**config.mk**
```make
export PLATFORM = sky130hd
export DESIGN_NAME = hub75_rx
export DESIGN_NICKNAME = d
export VERILOG_FILES = /design/src/rtl/hub75_pkg.sv /design/src/rtl/hub75_edge_sync.sv /design/src/rtl/hub75_rx.sv
export SDC_FILE = /design/constraint.sdc
export NUM_CORES = 1
export LEC_CHECK = 0
export ABC_AREA = 1
export CAP_MARGIN = 20
export CORE_UTILIZATION = 60
export CTS_CLUSTER_SIZE = 40
export DETAILED_ROUTE_END_ITERATION = 10
export PLACE_DENSITY = 0.81
export SLEW_MARGIN = 5
export SYNTH_ARGS = -nofsm -noshare
export SYNTH_HDL_FRONTEND = slang
export SYNTH_SLANG_ARGS = --single-unit
```
**constraint.sdc**
```tcl
create_clock -name clk -period 10.5 [get_ports clk]
set_input_delay 1.575 -clock clk [delete_from_list [all_inputs] [get_ports clk]]
set_output_delay 1.575 -clock clk [all_outputs]
set_load 0.02 [all_outputs]
```
**src/rtl/hub75_pkg.sv**
```systemverilog
`default_nettype none
// ============================================================================
//  Module      : hub75_pkg
//  Description : Shared types and constants for the HUB75 receive path.
//                rgb_t        - one colour triple {r,g,b}
//                pixel_pair_t - top-half and bottom-half colour of a column
//                burst_state_t- replay FSM state encoding
//  Revision    : 1.0 - initial release
// ============================================================================
package hub75_pkg;

    localparam int HUB75_LINE_BITS = 64;

    typedef struct packed {
        logic r;
        logic g;
        logic b;
    } rgb_t;

    // Packs as {r1,g1,b1,r2,g2,b2}, matching the order of the HUB75 data pins.
    typedef struct packed {
        rgb_t top;
        rgb_t bot;
    } pixel_pair_t;

    typedef enum logic [0:0] {
        ST_IDLE  = 1'b0,
        ST_BURST = 1'b1
    } burst_state_t;

endpackage
`default_nettype wire

```
**src/rtl/hub75_edge_sync.sv**
```systemverilog
`default_nettype none
// ============================================================================
//  Module      : hub75_edge_sync
//  Description : Input register stage for the HUB75 receive path. Every HUB75
//                input is registered once (s1); the shift clock and latch are
//                registered a second time (s2) so that rising edges can be
//                detected as s1 & ~s2. Data, row address and OE leave from s1,
//                aligned with the rise pulses.
//  Ports       : clk, n_rst          - system clock, sync active-low reset
//                i_hub_clk/latch/oe  - raw HUB75 control inputs
//                i_hub_data          - {r1,g1,b1,r2,g2,b2}
//                i_hub_mux           - row address {d,c,b,a}
//                o_clk_rise          - one-cycle pulse per shift-clock rise
//                o_latch_rise        - one-cycle pulse per latch rise
//                o_s1_data/mux/oe    - s1-registered data, address and OE
//  Revision    : 1.0 - initial release
// ============================================================================
module hub75_edge_sync
    import hub75_pkg::*;
#(
    parameter int MUX_LENGTH = 4
) (
    input  logic                  clk,
    input  logic                  n_rst,
    input  logic                  i_hub_clk,
    input  logic                  i_hub_latch,
    input  logic                  i_hub_oe,
    input  pixel_pair_t           i_hub_data,
    input  logic [MUX_LENGTH-1:0] i_hub_mux,
    output logic                  o_clk_rise,
    output logic                  o_latch_rise,
    output logic                  o_s1_oe,
    output pixel_pair_t           o_s1_data,
    output logic [MUX_LENGTH-1:0] o_s1_mux
);

    logic                  r_s1_clk;
    logic                  r_s1_latch;
    logic                  r_s1_oe;
    pixel_pair_t           r_s1_data;
    logic [MUX_LENGTH-1:0] r_s1_mux;
    logic                  r_s2_clk;
    logic                  r_s2_latch;

    always_ff @(posedge clk) begin
        if (!n_rst) begin
            r_s1_clk   <= 1'b0;
            r_s1_latch <= 1'b0;
            r_s1_oe    <= 1'b0;
            r_s1_data  <= '0;
            r_s1_mux   <= '0;
            r_s2_clk   <= 1'b0;
            r_s2_latch <= 1'b0;
        end else begin
            r_s1_clk   <= i_hub_clk;
            r_s1_latch <= i_hub_latch;
            r_s1_oe    <= i_hub_oe;
            r_s1_data  <= i_hub_data;
            r_s1_mux   <= i_hub_mux;
            r_s2_clk   <= r_s1_clk;
            r_s2_latch <= r_s1_latch;
        end
    end

    assign o_clk_rise   = r_s1_clk & ~r_s2_clk;
    assign o_latch_rise = r_s1_latch & ~r_s2_latch;
    assign o_s1_oe      = r_s1_oe;
    assign o_s1_data    = r_s1_data;
    assign o_s1_mux     = r_s1_mux;

endmodule
`default_nettype wire

```
**src/rtl/hub75_rx.sv**
```systemverilog
`default_nettype none
// ============================================================================
//  Module      : hub75_rx
//  Description : HUB75 receiver. Deserialises each latched scan line into a
//                hold buffer and replays it as a ready/valid per-column pixel
//                stream, tagged with row address. Also measures OE-low time
//                per latch interval, counts accepted lines and flags
//                malformed (wrong bit count) and overrun latches.
//  Ports       : clk, n_rst, en, clear_err      - control
//                hub_clk, hub_r1..hub_b2, hub_mux, hub_latch, hub_oe
//                                               - HUB75 input stream
//                px_valid/px_ready/px_col/px_row/px_top/px_bot/px_last
//                                               - pixel replay stream
//                last_on_cycles, line_count, err_len, err_ovr - status
//  Revision    : 1.0 - initial release
// ============================================================================
module hub75_rx
    import hub75_pkg::*;
#(
    parameter int MATRIX_WIDTH  = HUB75_LINE_BITS,
    parameter int COLUMN_LENGTH = 6,
    parameter int BIT_CNT_WIDTH = 7,
    parameter int MUX_LENGTH    = 4,
    parameter int ON_CNT_WIDTH  = 17
) (
    input  logic                     clk,
    input  logic                     n_rst,
    input  logic                     en,
    input  logic                     clear_err,
    input  logic                     hub_clk,
    input  logic                     hub_r1,
    input  logic                     hub_g1,
    input  logic                     hub_b1,
    input  logic                     hub_r2,
    input  logic                     hub_g2,
    input  logic                     hub_b2,
    input  logic [MUX_LENGTH-1:0]    hub_mux,
    input  logic                     hub_latch,
    input  logic                     hub_oe,
    output logic                     px_valid,
    input  logic                     px_ready,
    output logic [COLUMN_LENGTH-1:0] px_col,
    output logic [MUX_LENGTH-1:0]    px_row,
    output logic [2:0]               px_top,
    output logic [2:0]               px_bot,
    output logic                     px_last,
    output logic [ON_CNT_WIDTH-1:0]  last_on_cycles,
    output logic [15:0]              line_count,
    output logic                     err_len,
    output logic                     err_ovr
);

    localparam logic [BIT_CNT_WIDTH-1:0] c_bit_cnt_max = '1;
    localparam logic [BIT_CNT_WIDTH-1:0] c_line_bits   = BIT_CNT_WIDTH'(MATRIX_WIDTH);
    localparam logic [COLUMN_LENGTH-1:0] c_last_col    = COLUMN_LENGTH'(MATRIX_WIDTH - 1);
    localparam logic [ON_CNT_WIDTH-1:0]  c_on_cnt_max  = '1;

    // ---------------------------------------------------------------- inputs
    pixel_pair_t           w_hub_px;
    pixel_pair_t           w_s1_px;
    logic [MUX_LENGTH-1:0] w_s1_mux;
    logic                  w_s1_oe;
    logic                  w_clk_rise;
    logic                  w_latch_rise;

    assign w_hub_px = {hub_r1, hub_g1, hub_b1, hub_r2, hub_g2, hub_b2};

    hub75_edge_sync #(
        .MUX_LENGTH (MUX_LENGTH)
    ) u_edge_sync (
        .clk          (clk),
        .n_rst        (n_rst),
        .i_hub_clk    (hub_clk),
        .i_hub_latch  (hub_latch),
        .i_hub_oe     (hub_oe),
        .i_hub_data   (w_hub_px),
        .i_hub_mux    (hub_mux),
        .o_clk_rise   (w_clk_rise),
        .o_latch_rise (w_latch_rise),
        .o_s1_oe      (w_s1_oe),
        .o_s1_data    (w_s1_px),
        .o_s1_mux     (w_s1_mux)
    );

    logic w_shift_en;
    logic w_latch_ev;
    logic w_oe_active;

    assign w_shift_en  = en & w_clk_rise;
    assign w_latch_ev  = en & w_latch_rise;
    assign w_oe_active = ~w_s1_oe;

    // ------------------------------------------------------- shift register
    // New bits enter at index 0 and move up, so after a full line the first
    // bit shifted sits at column MATRIX_WIDTH-1 and the last one at column 0.
    // w_shift_next is also what the hold buffer copies, so a shift landing in
    // the same cycle as the latch is part of the captured line.
    pixel_pair_t r_shift      [MATRIX_WIDTH];
    pixel_pair_t r_hold       [MATRIX_WIDTH];
    pixel_pair_t w_shift_next [MATRIX_WIDTH];

    assign w_shift_next[0] = w_shift_en ? w_s1_px : r_shift[0];

    for (genvar gi = 1; gi < MATRIX_WIDTH; gi++) begin : g_shift
        assign w_shift_next[gi] = w_shift_en ? r_shift[gi-1] : r_shift[gi];
    end

    // --------------------------------------------------- latch decisions
    burst_state_t             r_state;
    logic [BIT_CNT_WIDTH-1:0] r_bit_cnt;
    logic [BIT_CNT_WIDTH-1:0] w_bit_cnt_inc;
    logic [BIT_CNT_WIDTH-1:0] w_bit_cnt_line;
    logic                     w_len_ok;
    logic                     w_busy;
    logic                     w_accept;
    logic                     w_new_err_len;
    logic                     w_new_err_ovr;

    assign w_bit_cnt_inc  = (r_bit_cnt == c_bit_cnt_max) ? r_bit_cnt
                                                         : r_bit_cnt + BIT_CNT_WIDTH'(1);
    assign w_bit_cnt_line = w_shift_en ? w_bit_cnt_inc : r_bit_cnt;
    assign w_len_ok       = (w_bit_cnt_line == c_line_bits);
    assign w_busy         = (r_state == ST_BURST);

    assign w_new_err_len  = w_latch_ev & ~w_len_ok;
    assign w_new_err_ovr  = w_latch_ev &  w_len_ok &  w_busy;
    assign w_accept       = w_latch_ev &  w_len_ok & ~w_busy;

    // Shift and hold storage carry no reset: their contents are only ever
    // observed after a full, freshly shifted line has been accepted.
    always_ff @(posedge clk) begin
        r_shift <= w_shift_next;
        if (w_accept) begin
            r_hold <= w_shift_next;
        end
    end

    // ------------------------------------------------------------ burst FSM
    logic                     r_px_valid;
    logic [COLUMN_LENGTH-1:0] r_px_col;
    logic [MUX_LENGTH-1:0]    r_px_row;
    rgb_t                     r_px_top;
    rgb_t                     r_px_bot;
    logic                     r_px_last;
    logic [COLUMN_LENGTH-1:0] w_col_next;

    assign w_col_next = r_px_col + COLUMN_LENGTH'(1);

    always_ff @(posedge clk) begin
        if (!n_rst) begin
            r_state    <= ST_IDLE;
            r_px_valid <= 1'b0;
            r_px_col   <= '0;
            r_px_row   <= '0;
            r_px_top   <= '0;
            r_px_bot   <= '0;
            r_px_last  <= 1'b0;
        end else begin
            case (r_state)
                ST_IDLE: begin
                    if (w_accept) begin
                        r_state    <= ST_BURST;
                        r_px_valid <= 1'b1;
                        r_px_col   <= '0;
                        r_px_row   <= w_s1_mux;
                        r_px_top   <= w_shift_next[0].top;
                        r_px_bot   <= w_shift_next[0].bot;
                        r_px_last  <= (c_last_col == '0);
                    end
                end
                ST_BURST: begin
                    if (px_ready) begin
                        if (r_px_last) begin
                            r_state    <= ST_IDLE;
                            r_px_valid <= 1'b0;
                            r_px_last  <= 1'b0;
                        end else begin
                            r_px_col  <= w_col_next;
                            r_px_top  <= r_hold[w_col_next].top;
                            r_px_bot  <= r_hold[w_col_next].bot;
                            r_px_last <= (w_col_next == c_last_col);
                        end
                    end
                end
                default: begin
                    r_state    <= ST_IDLE;
                    r_px_valid <= 1'b0;
                end
            endcase
        end
    end

    // ------------------------------------- counters, OE meter, error flags
    logic [ON_CNT_WIDTH-1:0] r_on_cnt;
    logic [ON_CNT_WIDTH-1:0] r_last_on;
    logic [15:0]             r_line_count;
    logic                    r_err_len;
    logic                    r_err_ovr;

    always_ff @(posedge clk) begin
        if (!n_rst) begin
            r_bit_cnt    <= '0;
            r_on_cnt     <= '0;
            r_last_on    <= '0;
            r_line_count <= '0;
            r_err_len    <= 1'b0;
            r_err_ovr    <= 1'b0;
        end else begin
            if (!en || w_latch_ev) begin
                r_bit_cnt <= '0;
            end else begin
                r_bit_cnt <= w_bit_cnt_line;
            end

            // An OE-low latch cycle already belongs to the next interval.
            if (w_latch_ev) begin
                r_last_on <= r_on_cnt;
                r_on_cnt  <= w_oe_active ? ON_CNT_WIDTH'(1) : '0;
            end else if (w_oe_active && (r_on_cnt != c_on_cnt_max)) begin
                r_on_cnt  <= r_on_cnt + ON_CNT_WIDTH'(1);
            end

            if (w_accept) begin
                r_line_count <= r_line_count + 16'd1;
            end

            // A new error in the clearing cycle keeps the flag set.
            r_err_len <= (r_err_len & ~clear_err) | w_new_err_len;
            r_err_ovr <= (r_err_ovr & ~clear_err) | w_new_err_ovr;
        end
    end

    assign px_valid       = r_px_valid;
    assign px_col         = r_px_col;
    assign px_row         = r_px_row;
    assign px_top         = r_px_top;
    assign px_bot         = r_px_bot;
    assign px_last        = r_px_last;
    assign last_on_cycles = r_last_on;
    assign line_count     = r_line_count;
    assign err_len        = r_err_len;
    assign err_ovr        = r_err_ovr;

endmodule
`default_nettype wire

```
==> flow_metrics.tcl, run 1 <==
# metrics dict for downstream scripts
set metrics [dict create \
    htreeDepth 3 \
    whs_endpoint "r_shift[0]" \
    internal-power_mw 5.50 \
    design_area_mm2 0.0355 \
    max-vdd-ir-drop_uv 162 \
    worstPathArrival_ns 6.26 \
    floorplan.nets 3373 \
    route.top_layer_used "met4" \
    hold_slack_ns 0.451 \
    gp_congestion 0.798 \
    ctsHoldBuffers 0 \
    layout_top_cell "nand2_1" \
    warning_count 39 \
    dp_hpwl_um 35500 \
    top_cell "nand2_1" \
    grt_pass1_vias 22200 \
    power_mw 6.92 \
    yosys.area.top_type_share_pct 36.4 \
    cp-endpoint "r_hold[295]" \
    fin_crit_sh_pct 57.4 \
    initCoreUtil_pct 61.3 \
    mux_share_pct 0 \
    hold_class "flip-flop to flip-flop" \
    drc 0 \
    outcome "completed" \
    cts_sinks 861 \
    wl_met2_um 34000 \
]
Figure 1. M2 wires (run 1).
Scale: 2 px per µm. Cells faint in the background.
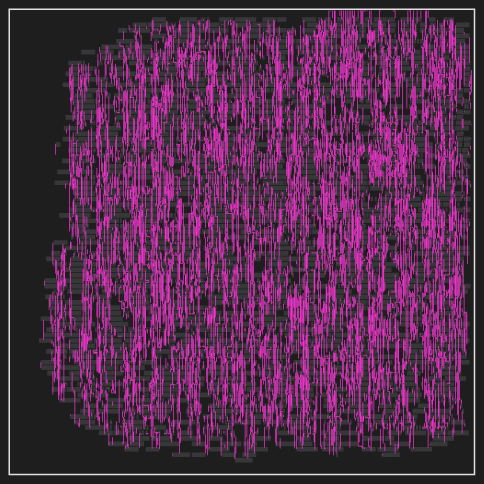
longest straight run: 65.0 µm
main direction: vertical
wire length on this layer: 34.0 mm
nets with wire on the layer: 2679
share of all routed wire: 50%

Figure 2. Congestion heat map (run 1).
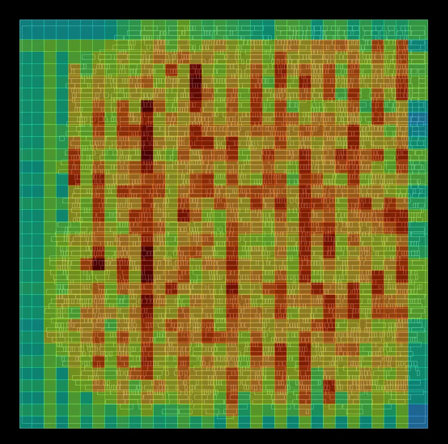
met1 global-route usage: 31.9%
gr usage total: 25.1%
met3 global-route usage: 3.68%
met2 usage: 43.6%
most used routing layer: met2

Figure 3. Signal metal coverage by tile (run 1).
Scale: 1.5 px per µm. The die is cut into 23 by 23 equal tiles; dark blue is low, red is high, scaled to the fullest tile. Values are wire area over tile area, all layers added.
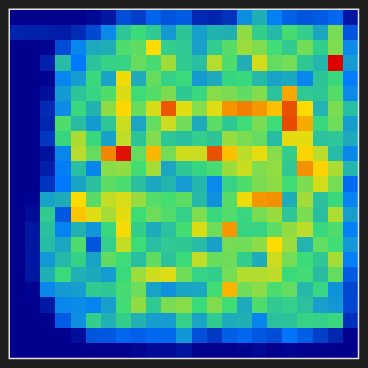
tiles over half the peak: 35%
fullest tile: 0.52
nearly empty tiles: 13%
Wirelength per Cell: 16.7 µm
Routed WL: 68100 µm
via count: 22600

==> run 2: changes to the inputs <==
Clock period 10.5 ns to 5.7 ns, I/O delays scaled along.
==> flow_metrics.tcl, run 2 <==
# metrics dict for downstream scripts
set metrics [dict create \
    internal-power_mw 10.1 \
    xor_share_pct 0.493 \
    sh_comb_area_pct 26.5 \
    largest_cell_class "registers" \
    drc 0 \
    fin_crit_sh_pct 68.0 \
    top_regs "r_hold (384), r_shift (384)" \
    met1_usage_pct 33.2 \
    floorplan.nets 3373 \
    dieArea_mm2 0.0538 \
    logic_area_mm2 0.00943 \
    htreeDepth 3 \
    outcome "completed" \
    power.density_mw_per_mm2 357 \
    initCoreUtil_pct 61.3 \
    mux_share_pct 0 \
    hold_slack_ns 0.453 \
    yosys-stat-cells 3349 \
    wl_um 68900 \
    syn_avg_cell_area_um2 9.47 \
    layout_top_cell "nand2_1" \
    cts_sinks 861 \
    ctsHoldBuffers 0 \
    r2r_setup_slack_ns 1.82 \
    slowest_delay_ns 0.77 \
    route.top_layer_used "met4" \
    warning_count 37 \
    max-vdd-ir-drop_uv 187 \
    vias 22800 \
    yosys.area.top_type_share_pct 36.4 \
    yosys_area_mm2 0.0317 \
    power_mw 12.7 \
    top_usage_layer "met2" \
    whs_endpoint "r_shift[1]" \
    gp_congestion 0.853 \
    design_area_mm2 0.0356 \
]
Figure 4. Pin placement (run 2).
Scale: 2 px per µm. Pins as bars across the die edge, other pins in gray.
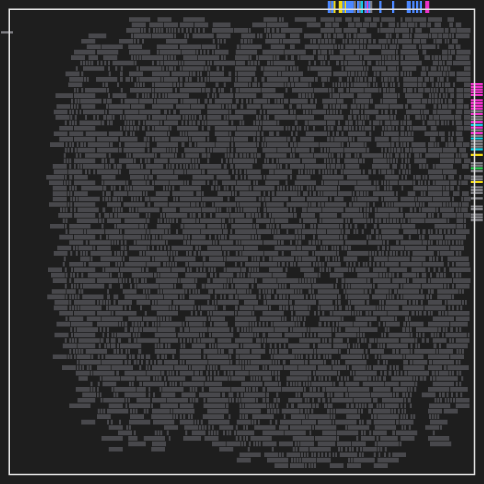
[magenta] `line_count` | pins: 16 | direction: output | edge: 13 right, 3 top
[yellow] `px_col` | pins: 6 | direction: output | edge: 4 top, 2 right
[cyan] `px_row` | pins: 4 | direction: output | edge: 3 right, 1 top
[blue] `last_on_cycles` | pins: 17 | direction: output | edge: top
[green] `hub_clk` | pins: 1 | direction: input | edge: right

Figure 5. Metal 3 (run 2).
Scale: 2 px per µm. Cells faint in the background.
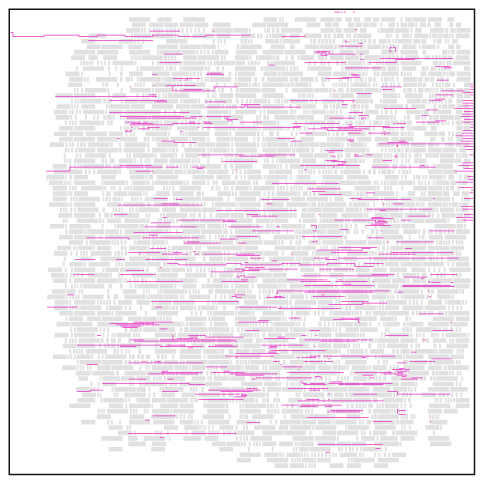
longest straight run: 60.3 µm
wire length on this layer: 5220 µm
share of all routed wire: 7.6%
nets with wire on the layer: 248
main direction: horizontal

Figure 6. Congestion heat map (run 2).
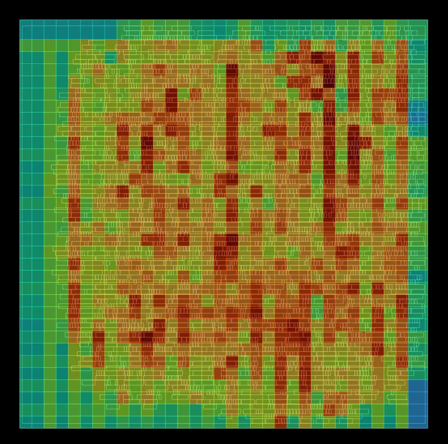
met2 usage: 43.8%
gr usage total: 25.8%
met3 global-route usage: 3.99%
Wirelength per Cell: 16.8 µm
final design utilization: 68.9%

